[src/rtl/fifo_consumer_if.sv]
// FIFO-read and RAM-write bus of fifo_consumer: master is the consumer,
// slave is the FIFO/RAM/arbiter side.
interface fifo_consumer_if #(
  parameter int DATA_WIDTH = 16,
  parameter int ADDR_WIDTH = 20
);
  logic                  request;
  logic                  grant;
  logic                  fifo_empty;
  logic                  fifo_r_en;
  logic [DATA_WIDTH-1:0] fifo_data_out;
  logic                  to_buffer_cs;
  logic                  to_buffer_oe;
  logic                  to_buffer_W_req;
  logic [ADDR_WIDTH-1:0] to_buffer_addr;
  logic [DATA_WIDTH-1:0] to_buffer_W_data;

  modport master (
    output request, fifo_r_en, to_buffer_cs, to_buffer_oe, to_buffer_W_req,
           to_buffer_addr, to_buffer_W_data,
    input  grant, fifo_empty, fifo_data_out
  );

  modport slave (
    input  request, fifo_r_en, to_buffer_cs, to_buffer_oe, to_buffer_W_req,
           to_buffer_addr, to_buffer_W_data,
    output grant, fifo_empty, fifo_data_out
  );
endinterface

[src/rtl/fifo_consumer.sv]
// Drains a sync FIFO into RAM in granted bursts over an address range.
// Optional 32-bit write counter on word_count when FIFO_CONSUMER_WCOUNT_EN is defined.
module fifo_consumer #(
  parameter int DATA_WIDTH = 16,
  parameter int ADDR_WIDTH = 20,
  parameter int BURST_SIZE = 4
) (
  input  logic                  clk,
  input  logic                  rstn,
  input  logic                  start,
  output logic                  done,
  input  logic [ADDR_WIDTH-1:0] addr_begin,
  input  logic [ADDR_WIDTH-1:0] addr_step,
  input  logic [ADDR_WIDTH-1:0] addr_end,
  output logic [31:0]           word_count,
  fifo_consumer_if.master       bus
);
  localparam int CW = $clog2(BURST_SIZE + 1);

  typedef enum logic [2:0] {IDLE, REQ, BURST, GAP, DONE} state_t;
  state_t state, state_nxt;

  logic [ADDR_WIDTH-1:0] wr_addr, pop_addr, step_q, end_q;
  logic [DATA_WIDTH-1:0] skid0, skid1;
  logic [1:0]            skid_cnt;
  logic                  in_flight, popped_final;
  logic [CW-1:0]         pop_cnt, wr_cnt;
  logic [ADDR_WIDTH:0]   wr_sum, pop_sum;
  logic [2:0]            occ_after;
  logic                  start_ok, pop, wr, wr_final, pop_final;

  // pop_addr runs ahead of wr_addr so the last needed pop is known without dividing the range
  assign start_ok  = start && (state == IDLE || state == DONE);
  assign wr_sum    = {1'b0, wr_addr} + {1'b0, step_q};
  assign pop_sum   = {1'b0, pop_addr} + {1'b0, step_q};
  assign wr_final  = wr_sum[ADDR_WIDTH] || (wr_sum > {1'b0, end_q});
  assign pop_final = pop_sum[ADDR_WIDTH] || (pop_sum > {1'b0, end_q});
  assign wr        = (state == BURST) && bus.grant && (skid_cnt != 2'd0);
  assign occ_after = {1'b0, skid_cnt} + {2'b00, in_flight} - {2'b00, wr};
  assign pop       = (state == BURST) && bus.grant && !bus.fifo_empty &&
                     (pop_cnt < CW'(BURST_SIZE)) && !popped_final && (occ_after < 3'd2);

  always_ff @(posedge clk or negedge rstn) begin
    if (!rstn) state <= IDLE;
    else       state <= state_nxt;
  end

  always_comb begin
    state_nxt = state;
    case (state)
      IDLE, DONE: if (start) state_nxt = (addr_begin > addr_end) ? DONE : REQ;
      REQ:        if (bus.grant) state_nxt = BURST;
      BURST: begin
        if (wr && wr_final)                          state_nxt = DONE;
        else if (wr && wr_cnt == CW'(BURST_SIZE - 1)) state_nxt = GAP;
      end
      GAP:        state_nxt = REQ;
      default:    state_nxt = IDLE;
    endcase
  end

  always_comb begin
    done                 = (state == DONE);
    bus.request          = (state == REQ) || (state == BURST);
    bus.fifo_r_en        = pop;
    bus.to_buffer_cs     = wr;
    bus.to_buffer_W_req  = wr;
    bus.to_buffer_oe     = 1'b0;
    bus.to_buffer_addr   = wr ? wr_addr : '0;
    bus.to_buffer_W_data = wr ? skid0 : '0;
  end

  always_ff @(posedge clk or negedge rstn) begin
    if (!rstn) begin
      wr_addr      <= '0;
      pop_addr     <= '0;
      step_q       <= '0;
      end_q        <= '0;
      popped_final <= 1'b0;
      pop_cnt      <= '0;
      wr_cnt       <= '0;
    end else begin
      if (start_ok) begin
        wr_addr      <= addr_begin;
        pop_addr     <= addr_begin;
        step_q       <= addr_step;
        end_q        <= addr_end;
        popped_final <= 1'b0;
      end else begin
        if (wr) wr_addr <= wr_sum[ADDR_WIDTH-1:0];
        if (pop) begin
          pop_addr <= pop_sum[ADDR_WIDTH-1:0];
          if (pop_final) popped_final <= 1'b1;
        end
      end
      if (state != BURST) begin
        pop_cnt <= '0;
        wr_cnt  <= '0;
      end else begin
        if (pop) pop_cnt <= pop_cnt + CW'(1);
        if (wr)  wr_cnt  <= wr_cnt + CW'(1);
      end
    end
  end

  // skid0 is always the oldest entry; data arrives one cycle after its pop
  always_ff @(posedge clk or negedge rstn) begin
    if (!rstn) begin
      skid0     <= '0;
      skid1     <= '0;
      skid_cnt  <= 2'd0;
      in_flight <= 1'b0;
    end else begin
      in_flight <= pop;
      case ({in_flight, wr})
        2'b10: begin
          if (skid_cnt == 2'd0) skid0 <= bus.fifo_data_out;
          else                  skid1 <= bus.fifo_data_out;
          skid_cnt <= skid_cnt + 2'd1;
        end
        2'b01: begin
          skid0    <= skid1;
          skid_cnt <= skid_cnt - 2'd1;
        end
        2'b11: begin
          if (skid_cnt == 2'd1) skid0 <= bus.fifo_data_out;
          else begin
            skid0 <= skid1;
            skid1 <= bus.fifo_data_out;
          end
        end
        default: ;
      endcase
    end
  end

`ifdef FIFO_CONSUMER_WCOUNT_EN
  logic [31:0] wcount;

  always_ff @(posedge clk or negedge rstn) begin
    if (!rstn)         wcount <= '0;
    else if (start_ok) wcount <= '0;
    else if (wr)       wcount <= wcount + 32'd1;
  end

  assign word_count = wcount;
`else
  assign word_count = '0;
`endif

endmodule

[src/flat_wrapper.sv]
// flat-port wrapper written by rule: the top's interface ports become plain ports
module fifo_consumer_flat 
#(
  parameter int DATA_WIDTH = 16,
  parameter int ADDR_WIDTH = 20,
  parameter int BURST_SIZE = 4
)
  (clk, rstn, start, done, addr_begin, addr_step, addr_end, word_count, bus_request, bus_fifo_r_en, bus_to_buffer_cs, bus_to_buffer_oe, bus_to_buffer_W_req, bus_to_buffer_addr, bus_to_buffer_W_data, bus_grant, bus_fifo_empty, bus_fifo_data_out);
  fifo_consumer_if #(.DATA_WIDTH(DATA_WIDTH), .ADDR_WIDTH(ADDR_WIDTH)) bus_i ();
  input  logic clk;
  input  logic rstn;
  input  logic start;
  output logic done;
  input  logic [ADDR_WIDTH-1:0] addr_begin;
  input  logic [ADDR_WIDTH-1:0] addr_step;
  input  logic [ADDR_WIDTH-1:0] addr_end;
  output logic [31:0] word_count;
  output wire logic [$bits(bus_i.request)-1:0] bus_request;
  output wire logic [$bits(bus_i.fifo_r_en)-1:0] bus_fifo_r_en;
  output wire logic [$bits(bus_i.to_buffer_cs)-1:0] bus_to_buffer_cs;
  output wire logic [$bits(bus_i.to_buffer_oe)-1:0] bus_to_buffer_oe;
  output wire logic [$bits(bus_i.to_buffer_W_req)-1:0] bus_to_buffer_W_req;
  output wire logic [$bits(bus_i.to_buffer_addr)-1:0] bus_to_buffer_addr;
  output wire logic [$bits(bus_i.to_buffer_W_data)-1:0] bus_to_buffer_W_data;
  input wire logic [$bits(bus_i.grant)-1:0] bus_grant;
  input wire logic [$bits(bus_i.fifo_empty)-1:0] bus_fifo_empty;
  input wire logic [$bits(bus_i.fifo_data_out)-1:0] bus_fifo_data_out;
  assign bus_request = bus_i.request;
  assign bus_fifo_r_en = bus_i.fifo_r_en;
  assign bus_to_buffer_cs = bus_i.to_buffer_cs;
  assign bus_to_buffer_oe = bus_i.to_buffer_oe;
  assign bus_to_buffer_W_req = bus_i.to_buffer_W_req;
  assign bus_to_buffer_addr = bus_i.to_buffer_addr;
  assign bus_to_buffer_W_data = bus_i.to_buffer_W_data;
  assign bus_i.grant = bus_grant;
  assign bus_i.fifo_empty = bus_fifo_empty;
  assign bus_i.fifo_data_out = bus_fifo_data_out;
  fifo_consumer #(.DATA_WIDTH(DATA_WIDTH), .ADDR_WIDTH(ADDR_WIDTH), .BURST_SIZE(BURST_SIZE)) u_core (.clk(clk), .rstn(rstn), .start(start), .done(done), .addr_begin(addr_begin), .addr_step(addr_step), .addr_end(addr_end), .word_count(word_count), .bus(bus_i));
endmodule
[config.mk]
export PLATFORM = sky130hd
export DESIGN_NAME = fifo_consumer_flat
export DESIGN_NICKNAME = d
export VERILOG_FILES = /design/src/rtl/fifo_consumer_if.sv /design/src/rtl/fifo_consumer.sv /design/src/flat_wrapper.sv
export SDC_FILE = /design/constraint.sdc
export NUM_CORES = 1
export LEC_CHECK = 0
export CAP_MARGIN = 20
export CORE_ASPECT_RATIO = 2
export CORE_MARGIN = 4
export CORE_UTILIZATION = 49
export CTS_CLUSTER_DIAMETER = 40
export DETAILED_ROUTE_END_ITERATION = 8
export GPL_TIMING_DRIVEN = 1
export HOLD_SLACK_MARGIN = 0.03
export PLACE_DENSITY_LB_ADDON = 0.12
export SYNTH_ARGS = -nofsm -noshare
export SYNTH_HDL_FRONTEND = slang
export SYNTH_SLANG_ARGS = --single-unit
[constraint.sdc]
create_clock -name clk -period 4.2 [get_ports clk]
set_input_delay 0.84 -clock clk [delete_from_list [all_inputs] [get_ports clk]]
set_output_delay 0.84 -clock clk [all_outputs]
set_load 0.02 [all_outputs]
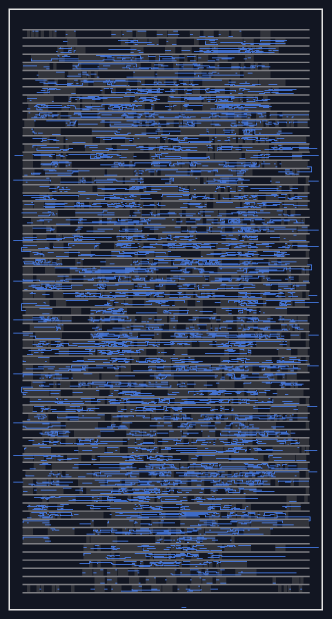
Fig. 1. M1 wires.
Scale: 3 px per µm. Supply wires on this layer in grey. Cells faint in the background.
share of all routed wire	35%
longest straight run	37.3 µm
main direction	horizontal
WL final: 27630 µm
M1 GR Usage: 25.48%

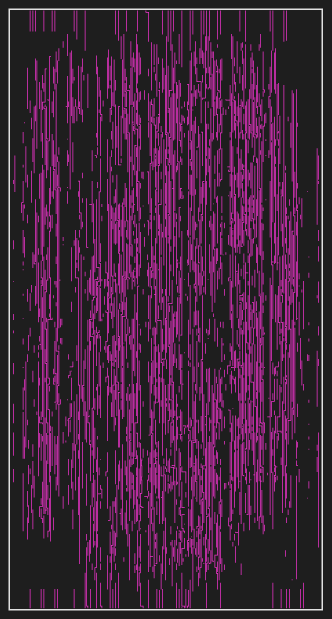
Fig. 2. The metal 2 layer.
Scale: 3 px per µm.
main direction	vertical
wire length on this layer	15100 µm
longest straight run	85.7 µm

==> ci_impl_report.md <==
### Metrics collected by this job

| Metric | Value |
|---|---|
| Outcome | `completed` |
| Setup TNS | `0 ns` |
| Row cnt | `69` |
| Sequential Power Share | `18.4%` |
| R2R Setup Slk | `0.07 ns` |
| Cells after synthesis | `1026` |
| CTS Buffer Depth | `2` |
| First-pass GRT wire length | `43270 µm` |
| Main synth FF type | `dfrtp_1` |
| Metal2 WL | `15060 µm` |
| CTS Hold Bufs | `0` |
| Power in the clock group | `1.57 mW` |
| Yosys cell types | `68` |
| Late-Pin Clk Latency | `0.42 ns` |
| Post-CTS sizing | `10` |
| Number of remaining DRC errors | `0` |
| Inst Count DP | `1385` |
| Post-place instance area | `10710 µm²` |
| Core Area | `17960 µm²` |
| Slew @ Worst Pin | `0.7881 ns` |
| H-tree Lvls | `4` |
| Design area | `11540 µm²` |
| CP max stage delay | `0.40 ns` |
| Drt pass-1 iters | `4` |
| Grt total ovfl | `0` |
| Setup crit start kind | `flip-flop` |
| Final setup margin | `0.07328 ns` |
| Min Hold Slack | `0.4711 ns` |
| Worst path required time | `4.49 ns` |
| Switching part of the total | `45.06%` |
| Wl on met1 | `9662 µm` |
| Pin count of the biggest net entering global routing | `70` |
| Max_slew headroom | `47.46%` |
| Vias in the first global route | `8610` |
| Registers, synthesis | `125` |
| WS Path Type | `reg -> reg` |
| Die area | `20740 µm²` |
| Final Hold Vio Count | `0` |
| Cell Chain, Critical Path | `ha_1 -> a21oi_2 -> o211ai_1 -> nor4_2 -> o41ai_2 -> buf_4 -> a2111oi_4 -> nor3_2 -> a21oi_1 -> xnor2_1 -> ha_2 -> nor3_2 -> o211ai_1 -> a211oi_2 -> o221ai_2 -> a21boi_2 -> a21oi_2 -> or3_1` |
| # IOs | `155` |
| Pint | `6.382 mW` |
| Leak | `5.613 nW` |
| Non-filler cells, final | `1423` |
| Overall power | `11.62 mW` |
| Layout Utilization | `64.28%` |
| Fin Clk Skew | `0.007112 ns` |
| I/O Buffers | `121` |
| Fin crit period | `4.127 ns` |
| Pre-CTS setup slack | `-0.3591 ns` |
| Combinational Power Share | `68.0%` |
| CTS clock-pin slew for the worst setup and hold paths | `0.06 ns` |
| Yosys Chip Area | `9002 µm²` |
| RSZ-0062 raised after global routing | `true` |
| Power Sequential | `2.14 mW` |
| Crit. End Element | `flip-flop` |
| Worst Path Max Fanout | `3` |
| Setup Fix Bufs, Post-CTS | `0` |
| Clk pwr share | `13.5%` |
| Height of the die | `199.7 µm` |
| FP Util | `50.13%` |
| FMAX | `242.3 MHz` |
| Nets | `1390` |
| Max-cap violations | `0` |
| Initial DRC Count | `398` |
| Clock sinks | `125` |
| Comb group | `7.90 mW` |
| Post-synthesis cell count from yosys | `1026` |
| Post-synth EDFFs | `0` |
| Synth-to-layout area growth | `28.23%` |
| TritonCTS clock tree | `built` |
| Final ANT Viol Nets | `0` |
| # diodes | `0` |
| Psw | `5.234 mW` |
| Met3 Wirelength | `1221 µm` |
| Top delay family on crit path | `AND-OR/OR-AND gates` |
| Antenna violations before repair | `0` |
| Final Max Tran Viols | `0` |
| DP HPWL | `20910 µm` |
| Layout cells sized above 1 | `13.39%` |
| Avg Cell Area, Syn | `8.774 µm²` |
| Post-synthesis async set-or-reset flop share | `100.0%` |
| Min-delay worst type | `reg -> reg` |
| Synth Cell Area | `9002 µm²` |
| Post-synthesis sequential area ratio | `34.75%` |
| Max layer used | `met4` |
| Wirelength per Cell | `19.41 µm` |
| Final worst path period share | `98.26%` |
| CTS Buf Count | `17` |
| Via density per instance | `5.669` |
| DIE WIDTH | `103.8 µm` |
| Worst vdd ir | `402.8 µV` |
| Pwr Density | `1006 nW/µm²` |
| Buffers & Inverters on Critical Path | `1` |
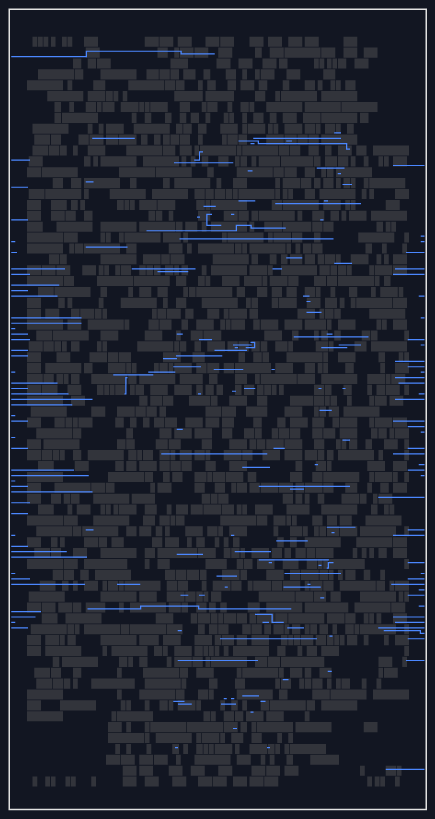
Fig. 3. The metal 3 layer.
Scale: 4 px per µm. Cells faint in the background.
share of all routed wire	4.4%
wire length on this layer	1220 µm
nets with wire on the layer	145
longest straight run	38.2 µm
Vias: 8067
met3 Track Usage GR: 4.882%

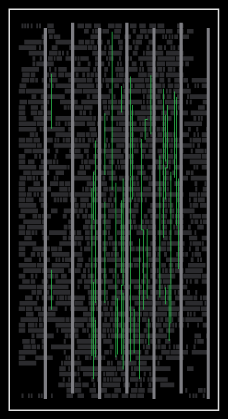
Fig. 4. The metal 4 layer.
Scale: 2 px per µm. Supply wires on this layer in grey. Cells faint in the background.
wire length on this layer	1690 µm
longest straight run	91.8 µm
share of all routed wire	6.1%
main direction	vertical
nets with wire on the layer	31

==> layout make-up <==
type	count	area [µm²]	share of cell area, %
inverters	61	229.0	1.984
clock buffers	21	460.4	3.989
flip-flops and latches	125	3128	27.10
repair buffers	190	1747	15.13
multi-input cells	802	5548	48.06
well taps	213	266.5	2.309
clock inverters	11	165.2	1.431
==> placed cells by master, fill, tap and decap left out, types with 5 or more instances in the layout <==
cell,n
mux2_2,16
o22a_1,8
clkdlybuf4s50_1,119
nand2_1,148
a21oi_1,36
o211ai_1,6
nand4_1,16
dfrtp_1,125
a21o_1,27
nand2b_1,7
inv_1,59
o22ai_1,16
and3_1,42
nand3_1,16
o21ai_0,67
ha_1,103
nor2_1,69
xnor2_1,25
xor2_1,9
a22oi_1,22
a211oi_1,5
nor3_1,18
clkbuf_16,17
nor2b_1,5
o21a_1,12
buf_4,68
a21oi_2,5
conb_1,33
mux2i_1,5
==> sequential cells by signal, summed over array words and instances, names as in the netlist <==
name and cells:
u_core.end_q 20, u_core.in_flight 1, u_core.pop_addr 20, u_core.pop_cnt 3, u_core.popped_final 1, u_core.skid0 16, u_core.skid1 16, u_core.skid_cnt 2
u_core.state 3, u_core.step_q 20, u_core.wr_addr 20, u_core.wr_cnt 3
==> Yosys cell counts (9+ instances only) <==
cell type  instances  area share, %
mux2_2            16            2.0
a21o_1            27            2.3
nor2_1            70            2.9
o22ai_1           16            1.1
o21ai_0           68            3.8
nand2_1          149            6.2
nor3_1            20            1.1
dfrtp_1          125             35
xor2_1             9           0.88
a21oi_1           41            2.3
nand4_1           16            1.1
ha_1             109             15
buf_4             34            2.8
clkbuf_1          30            1.3
nand3_1           17           0.95
o21a_1            12            1.0
a22oi_1           23            1.9
and3_1            42            2.9
xnor2_1           26            2.5
inv_1             59            2.5
==> logic make-up (layout without fill, tap and decap cells) <==
| family | count (synthesis) | in the layout | synth area share, % |
|---|---|---|---|
| buf+inv | 131 | 283 | 6.977 |
| mux | 21 | 21 | 2.557 |
| fa+ha+maj | 112 | 112 | 15.82 |
| simple gates | 352 | 352 | 18.12 |
| flops | 125 | 125 | 34.75 |
| other cells | 1 | 33 | 0.04166 |
| compound gates | 249 | 249 | 18.33 |
| xor+xnor | 35 | 35 | 3.405 |
==> layer usage <==
layer	track usage (%)	vias to the layer above
li1	-	3922
met3	4.882	78
met4	17.11	0
met5	0	-
met1	25.48	3826
met2	51.56	241
==> final timing paths <==
| path | startpoint | endpoint | depth (start not counted) |
|---|---|---|---|
| worst max-delay path | u_core.step_q[1]$_DFFE_PN0P_ | u_core.state[2]$_DFFE_PN0P_ | 18 |
| worst max register to register | u_core.step_q[1]$_DFFE_PN0P_ | u_core.state[2]$_DFFE_PN0P_ | 18 |
| worst min-delay path | u_core.skid0[8]$_DFFE_PN0P_ | u_core.skid0[8]$_DFFE_PN0P_ | 2 |
| worst min register to register | u_core.skid0[8]$_DFFE_PN0P_ | u_core.skid0[8]$_DFFE_PN0P_ | 2 |
| min in group asynchronous | rstn | u_core.pop_addr[8]$_DFFE_PN0P_ | 1 |
| max in group asynchronous | rstn | u_core.pop_addr[17]$_DFFE_PN0P_ | 2 |
Power figures rest on the tool's default switching activity, not on a simulated workload.
